<file path="config.mk">
export PLATFORM = sky130hd
export DESIGN_NAME = switch_conditioner
export DESIGN_NICKNAME = d
export VERILOG_FILES = /design/src/rtl/switch_conditioner_pkg.sv /design/src/rtl/switch_debounce_bit.sv /design/src/rtl/switch_conditioner.sv
export SDC_FILE = /design/constraint.sdc
export NUM_CORES = 1
export LEC_CHECK = 0
export ABC_AREA = 1
export CAP_MARGIN = 25
export CORE_MARGIN = 3
export CORE_UTILIZATION = 40
export DETAILED_ROUTE_END_ITERATION = 10
export PLACE_DENSITY = 0.56
export SYNTH_ARGS = -nofsm -noshare
export SYNTH_HDL_FRONTEND = slang
export SYNTH_SLANG_ARGS = --single-unit
</file>
<file path="constraint.sdc">
create_clock -name clk -period 4.4 [get_ports clk]
set_input_delay 0.88 -clock clk [delete_from_list [all_inputs] [get_ports clk]]
set_output_delay 0.88 -clock clk [all_outputs]
set_load 0.1 [all_outputs]
</file>
<file path="src/rtl/switch_conditioner_pkg.sv">
// Shared constants for the switch conditioner: widths,
// default debounce time and status word layout.
package switch_conditioner_pkg;

  localparam int SW_WIDTH_DEFAULT = 10;
  localparam int DEBOUNCE_CYCLES_DEFAULT = 500000;
  localparam int STATUS_WIDTH = 16;
  localparam int STATUS_PENDING_BIT = 15;
  localparam int STATUS_SW_LSB = 0;

endpackage

</file>
<file path="src/rtl/switch_debounce_bit.sv">
// One switch lane: two-flop synchronizer, debounce counter,
// stable level flop and sticky change flag.
module switch_debounce_bit
  import switch_conditioner_pkg::*;
#(
  parameter int DEBOUNCE_CYCLES = 4
) (
  input  logic clk,
  input  logic reset,
  input  logic raw,
  input  logic ack,
  output logic stable,
  output logic evt
);

  localparam int CntW = $clog2(DEBOUNCE_CYCLES);
  localparam logic [CntW-1:0] CntLast =
    CntW'(DEBOUNCE_CYCLES - 1);

  logic syncMeta;
  logic syncOut;
  logic [CntW-1:0] count;
  logic differs;
  logic qualify;

  assign differs = syncOut ^ stable;
  assign qualify = differs && (count == CntLast);

  always_ff @(posedge clk or negedge reset) begin
    if (!reset) begin
      syncMeta <= 1'b0;
      syncOut  <= 1'b0;
      count    <= '0;
      stable   <= 1'b0;
      evt      <= 1'b0;
    end else begin
      syncMeta <= raw;
      syncOut  <= syncMeta;
      // Count stops at CntLast: the toggle there clears it.
      if (!differs || qualify) begin
        count <= '0;
      end else begin
        count <= count + 1'b1;
      end
      if (qualify) begin
        stable <= ~stable;
      end
      // A fresh change beats a same-edge ack.
      if (qualify) begin
        evt <= 1'b1;
      end else if (ack) begin
        evt <= 1'b0;
      end
    end
  end

endmodule

</file>
<file path="src/rtl/switch_conditioner.sv">
// Debounces a bank of board switches and latches per-switch
// change events for the processor read path.
module switch_conditioner
  import switch_conditioner_pkg::*;
#(
  parameter int DEBOUNCE_CYCLES = DEBOUNCE_CYCLES_DEFAULT,
  parameter int SW_WIDTH = SW_WIDTH_DEFAULT
) (
  input  logic                clk,
  input  logic                reset,
  input  logic [SW_WIDTH-1:0] switches_raw,
  input  logic                ack,
  output logic [SW_WIDTH-1:0] switches_stable,
  output logic [SW_WIDTH-1:0] switch_events,
  output logic                event_pending,
  output logic [15:0]         status_word
);

  generate
    if (DEBOUNCE_CYCLES < 2) begin : gBadDebounce
      $error("DEBOUNCE_CYCLES must be at least 2");
    end
    if (SW_WIDTH < 1 || SW_WIDTH > STATUS_PENDING_BIT) begin : gBadWidth
      $error("SW_WIDTH does not fit the status word");
    end
  endgenerate

  for (genvar i = 0; i < SW_WIDTH; i++) begin : gBit
    switch_debounce_bit #(
      .DEBOUNCE_CYCLES(DEBOUNCE_CYCLES)
    ) uBit (
      .clk   (clk),
      .reset (reset),
      .raw   (switches_raw[i]),
      .ack   (ack),
      .stable(switches_stable[i]),
      .evt   (switch_events[i])
    );
  end

  assign event_pending = |switch_events;

  always_comb begin
    status_word = '0;
    status_word[STATUS_SW_LSB +: SW_WIDTH] = switches_stable;
    status_word[STATUS_PENDING_BIT] = event_pending;
  end

endmodule

</file>
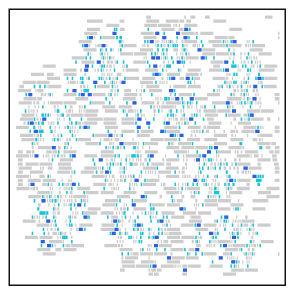
(selected gate families)
Drawn at 1.5 px/µm.
NOR gates: drawn in cyan, cells 463, most used nor2_1, where all over the die. XOR/XNOR gates: drawn in blue, cells 101, most used xor2_1, where all over the die.

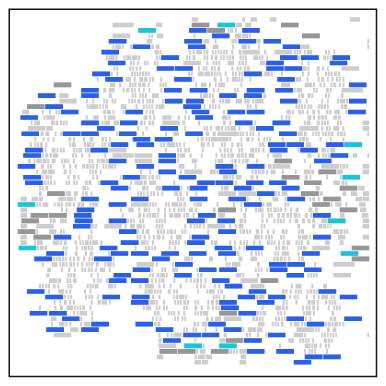
(sequential cells coloured by netlist name)
Drawn at 2 px/µm. Other sequential cells in the stronger grey, the rest of the logic in the fainter grey.
gBit.uBit.count: drawn in blue, sequential cells 190, where all over the die. gBit.uBit.stable: drawn in cyan, sequential cells 10, where all over the die.
Another 30 sequential cells are not coloured.

==> run summary <==
Sequential Power Share - 0.452
CTS resizes - 0
Cell Pwr Density - 339.5 mW/mm²
Post-Synthesis Cells - 1658
cell count in the Yosys report - 1658
total CTS buffers - 28
# clock sinks - 230
CORE AREA - 0.03075 mm²
register area share after synthesis - 0.4597
Total Power - 4812 µW
fin crit period - 3.334 ns
max-cap check violation count - 0
status - finished, final reports clean
Site Rows - 64
Max Fclk - 300.0 MHz
unrepaired setup endpoints after global routing - no
TritonCTS clock tree - built
Synth Area per Inst - 7.552 µm²
CTS Root Cell - clkbuf_16
Final #Nets - 1718
Final Hold Vio Count - 0
post-CTS setup repair buffer count - 0
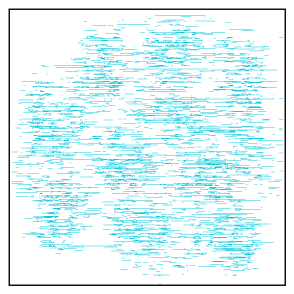
(metal 1)
Drawn at 1.5 px/µm.
The layer carries 12900 µm of wire. 1638 nets have wire on it. The longest straight run is 55.2 µm. The layer holds 49% of the routed length.
met1 global-route usage: 0.2297
DRT Wirelength: 26350 µm
vias after detailed routing: 9976

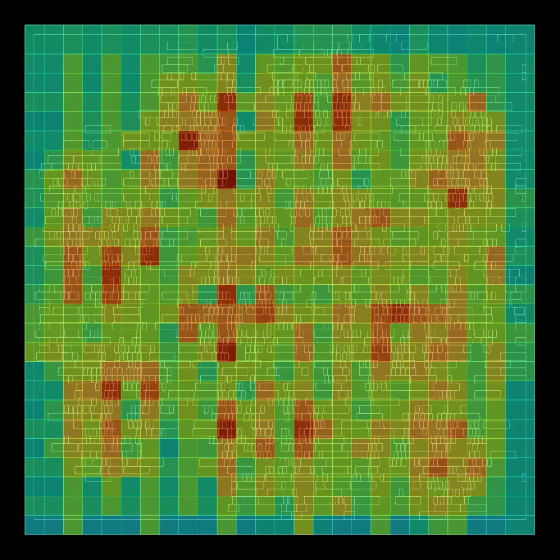
(track usage over the die)
GRT Max-Usage Layer: met2
M3 GR Usage: 0.03372
Final Util: 0.4610
gr usage total: 0.1638
WL per Instance: 12.48 µm

[per-layer routing]
layer,part of all wire,wire length [µm],vias to the layer above
li1,-,-,5197
met1,0.49,12860,4595
met2,0.44,11590,139
met3,0.045,1196,43
met4,0.026,693,2
met5,0.00038,10,-
[flip-flops by register name (all words and copies together), names as in the netlist]
register	flops
gBit.uBit.syncMeta	10
gBit.uBit.stable	10
gBit.uBit.syncOut	10
gBit.uBit.count	190
gBit.uBit.evt	10
[cells by family after synthesis]
logic type,after synthesis,share of synthesized area
and+or+nand+nor,1043,0.3525
DFF,230,0.4597
buffers and inverters,215,0.08114
xor gates and xnor gates,101,0.07065
AOI/OAI and AO/OA,58,0.02578
adders and majority gates,10,0.009993
other,1,0.0002995
[cell type report]
class,instances,area share
clock inverters,12,0.01324
clock buffers,38,0.05782
well taps,396,0.03495
inverters,169,0.04493
repair buffers,49,0.03637
multi-input cells,1217,0.4067
flip-flops and latches,230,0.4060
[power by group through the flow]
stage	registers, µW	logic [µW]	clock network (µW)
2_1_floorplan	2210	104	0
3_3_place_gp	2210	172	0
3_5_place_dp	2210	174	0
4_1_cts	2170	174	2550
5_1_grt	2180	193	2650
6_report	2170	166	2470
[cells in the mapped netlist (5+ instances only)]
| master | n |
|---|---|
| nor2_1 | 415 |
| nand3_2 | 14 |
| nand3_1 | 102 |
| nand2_1 | 408 |
| buf_6 | 9 |
| o21ai_0 | 30 |
| o21bai_1 | 10 |
| ha_1 | 10 |
| or2_2 | 5 |
| nand2_2 | 9 |
| buf_4 | 37 |
| inv_1 | 166 |
| a21oi_1 | 13 |
| xnor2_1 | 29 |
| dfrtp_1 | 230 |
| nor3_1 | 26 |
| nor2_2 | 10 |
| nor2_4 | 5 |
| nand4_1 | 36 |
| xor2_1 | 72 |
[through the flow]
| stage | worst slack, ns | instance area, µm² | utilization | hold WS, ns | cells |
|---|---|---|---|---|---|
| 2_1_floorplan | 1.542 | 12540 | - | 0.3312 | 1662 |
| 3_3_place_gp | 1.568 | 13140 | 0.4273 | 0.3321 | 2060 |
| 3_5_place_dp | 1.575 | 13170 | 0.4282 | 0.3347 | 2061 |
| 4_1_cts | 0.9847 | 14170 | 0.4610 | 0.3473 | 2111 |
| 5_1_grt | 0.8242 | 14170 | 0.4610 | 0.3554 | 2111 |
| 6_report | 1.066 | 14170 | 0.4610 | 0.3422 | 2111 |
[path summary, 6_finish.rpt]
path	endpoint	start	cells after the start
setup / recovery	status_word[15]	gBit[1].uBit.evt	3
hold / removal	gBit[6].uBit.syncOut	gBit[6].uBit.syncMeta	0
setup reg to reg	gBit[4].uBit.count[13]	gBit[4].uBit.count[0]	6
hold reg to reg	gBit[6].uBit.syncOut	gBit[6].uBit.syncMeta	0
max in group asynchronous	gBit[0].uBit.count[4]	reset	2
min in group asynchronous	gBit[2].uBit.count[18]	reset	1
Power figures rest on the tool's default switching activity, not on a simulated workload.
